==> config.mk <==
export PLATFORM = sky130hd
export DESIGN_NAME = punc_mem_arbiter
export DESIGN_NICKNAME = d
export VERILOG_FILES = /design/src/rtl/punc_mem_arbiter.sv
export SDC_FILE = /design/constraint.sdc
export NUM_CORES = 1
export LEC_CHECK = 0
export ABC_AREA = 1
export CELL_PAD_IN_SITES_DETAIL_PLACEMENT = 1
export CELL_PAD_IN_SITES_GLOBAL_PLACEMENT = 2
export CORE_MARGIN = 3
export CORE_UTILIZATION = 19
export CTS_CLUSTER_DIAMETER = 120
export DETAILED_ROUTE_END_ITERATION = 8
export PLACE_DENSITY_LB_ADDON = 0.1
export SYNTH_ARGS = -nofsm -noshare
export SYNTH_HDL_FRONTEND = slang
export SYNTH_SLANG_ARGS = --single-unit
==> constraint.sdc <==
create_clock -name clk -period 1.7 [get_ports clk]
set_clock_uncertainty 0.2 [all_clocks]
set_input_delay 0.17 -clock clk [delete_from_list [all_inputs] [get_ports clk]]
set_output_delay 0.17 -clock clk [all_outputs]
set_load 0.05 [all_outputs]
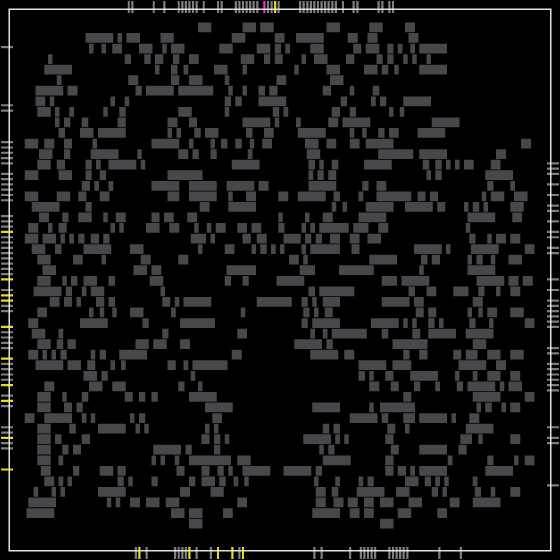
Figure 1: ports around the boundary.
Pins as bars across the die edge, other pins in grey.
Key: a_ack = magenta [pins 1, direction output, edge top]; mem_wdata = yellow [pins 16, direction output, edge 10 left, 5 bottom, 1 top]
All pins by edge: 52 left, 43 top, 32 right, 30 bottom.
die width: 139 um
chip height: 139 um

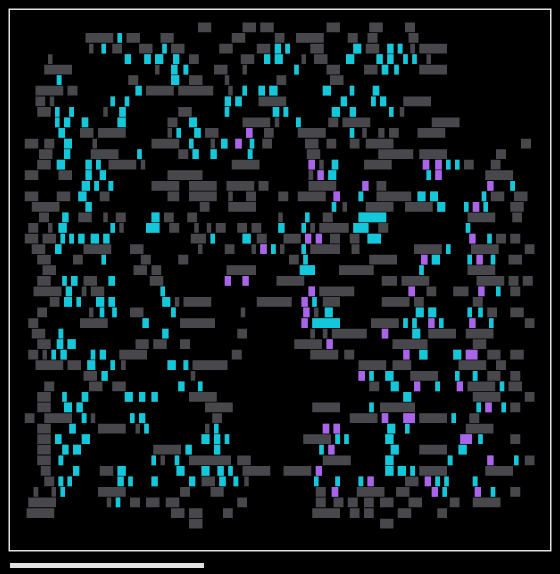
Figure 2: selected gate families.
Scale bar: 50 um.
Key: aoi and oai cells = purple [cells 48]; nand cells = cyan [cells 243, where widely spread]
combinational share of cell area: 28.7%
most numerous logic cell after layout: nand2_1
Final Non-Filler Cells: 854

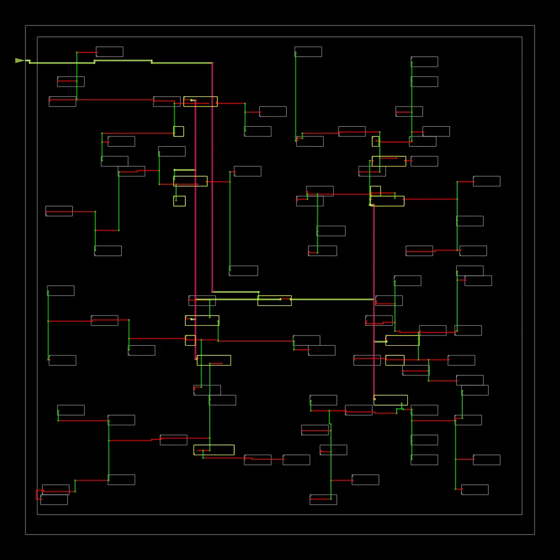
Figure 3: the clock network.
registers: 73
clock buffer count: 10
clock sinks: 73

==> summary.txt <==
status -> complete, no violations
Max VDD drop -> 0.484 mV
Floorplan Utilization -> 19.5%
sw frac -> 42.9%
setup violators final -> 0
largest net degree at the start of global routing -> 34
Slew Viols, Final -> 0
CTS max path bufs -> 2
Flop pwr share -> 27.2%
Synth top cells by count -> nand2_1, dfxtp_1, nand3_1, nand4_1, inv_1
CTS root buffer -> clkbuf_16
met3 wire length -> 812 um
first-pass GRT wire length -> 21600 um
Cell Rows -> 48
share of Yosys cell area claimed by the top area cell type -> 43.4%
startpoint types -> input pin
met2 Track Usage GR -> 24.0%
Crit. End Element -> output pin
drt via density -> 4.38
Die Area -> 19400 um^2
Core Util, Final -> 32.3%
initial drt markers -> 113
power consumption -> 8.13 mW
vias in the first global route -> 4044
Post-Route M1 WL -> 5890 um
initial antenna violation count -> 0
Max-Cap Viols -> 0
Worst EP arrival -> 1220 ps
dpl cells -> 836
R2R depth -> 6
Yosys top cell by area -> dfxtp_1
ys flops -> 73
tool warnings -> 29
WP data required -> 1330 ps
post-route ant nets -> 0
Synth mux share -> 0%
Post-Route Setup TNS -> 0 ps
internal power -> 4.64 mW
Cell area leaders -> dfxtp_1, nand2_1, nand3_1, nand4_1, a21oi_1
met2 routed WL -> 6560 um
NetSw -> 3.49 mW
fraction of registers with async set/reset -> 0%
DRT Pass-1 Iters -> 4
library cells used by synthesis -> 22
GR Util met3 -> 4.31%
area delta synth->final -> 65.9%
drt total wl -> 13500 um
layer with the highest usage -> met2
worst-case hold slack -> 216 ps
total grt overflow -> 0
Adder Share, Synth -> 1.86%
Highest Clock Rate -> 629 MHz
IO Pins -> 157
diode count -> 0
Pwr Density -> 1460 nW/um^2
relative slew slack -> 75.7%
crit path time final -> 1590 ps
Syn. warnings -> 0
P_leak -> 2.51 nW
gpl congestion -> 0.713
Setup Crit Path Kind -> in2out
top routing layer used -> met4
GR Layer Usage met1 -> 16.1%
Synth top cell by count -> nand2_1
cell type report:
type,count,area [um^2]
well taps,225,282
fillers,2102,11700
clock inverters,6,66.3
multi-input cells,304,1600
repair buffers,190,1760
clock buffers,10,239
flip-flops and latches,73,1470
inverters,46,175
critical path, stage by stage:
cell,delay (ps)
clkdlybuf4s50_1,520
inv_1,70
buf_4,130
nor2_1,160
buf_12,170
per-stage QoR:
step | area, um^2 | worst slack, ps
after floorplan | 3370 | 1.90
after global placement | 5190 | 0.716
after detailed placement | 5190 | -71.0
after CTS | 5540 | 16.0
after global routing | 5590 | 2.11
final | 5590 | 109
kinds of logic after synthesis:
logic type                 Yosys count
AOI/OAI and AO/OA                   48
DFF                                 73
adders and majority gates            5
buffers and inverters               82
and+or+nand+nor                    250
repair_timing:
action / in CTS / in global routing
setup buffers: 0 / 1
gates resized: 8 / 10
cloned: 1 / 0
pin swaps: 2 / 2
hold buffers: 0 / 0
hold endpoints to repair: 0 / 0
endpoints found under the setup margin: 32 / 36
cells in the final DEF (no fill, tap or decap), types with 3 or more instances in the layout:
master           Yosys  final
inv_1               45     43
nand3_1             66     66
dfxtp_1             73     70
clkdlybuf4s50_1      0     86
nand2_2              4      6
a21oi_2              1      3
nor2_1               5      5
ha_4                 0      3
o21ai_0              7      7
clkbuf_16            0      9
a21oi_1             40     38
clkinvlp_4           0      3
nand4_1             47     47
buf_4               11     94
dfxtp_2              0      3
buf_12               0      9
nand2_1            121    118
power groups by stage:
stage | sequential, mW | clock (mW) | combinational (mW)
floorplan | 3.10 | 0 | 1.52
global placement | 2.23 | 0 | 3.84
global route | 2.25 | 2.14 | 4.28
finish | 2.21 | 1.99 | 3.93
detailed placement | 2.23 | 0 | 3.86
CTS | 2.21 | 2.08 | 3.97
Power and IR drop assume default switching activity.
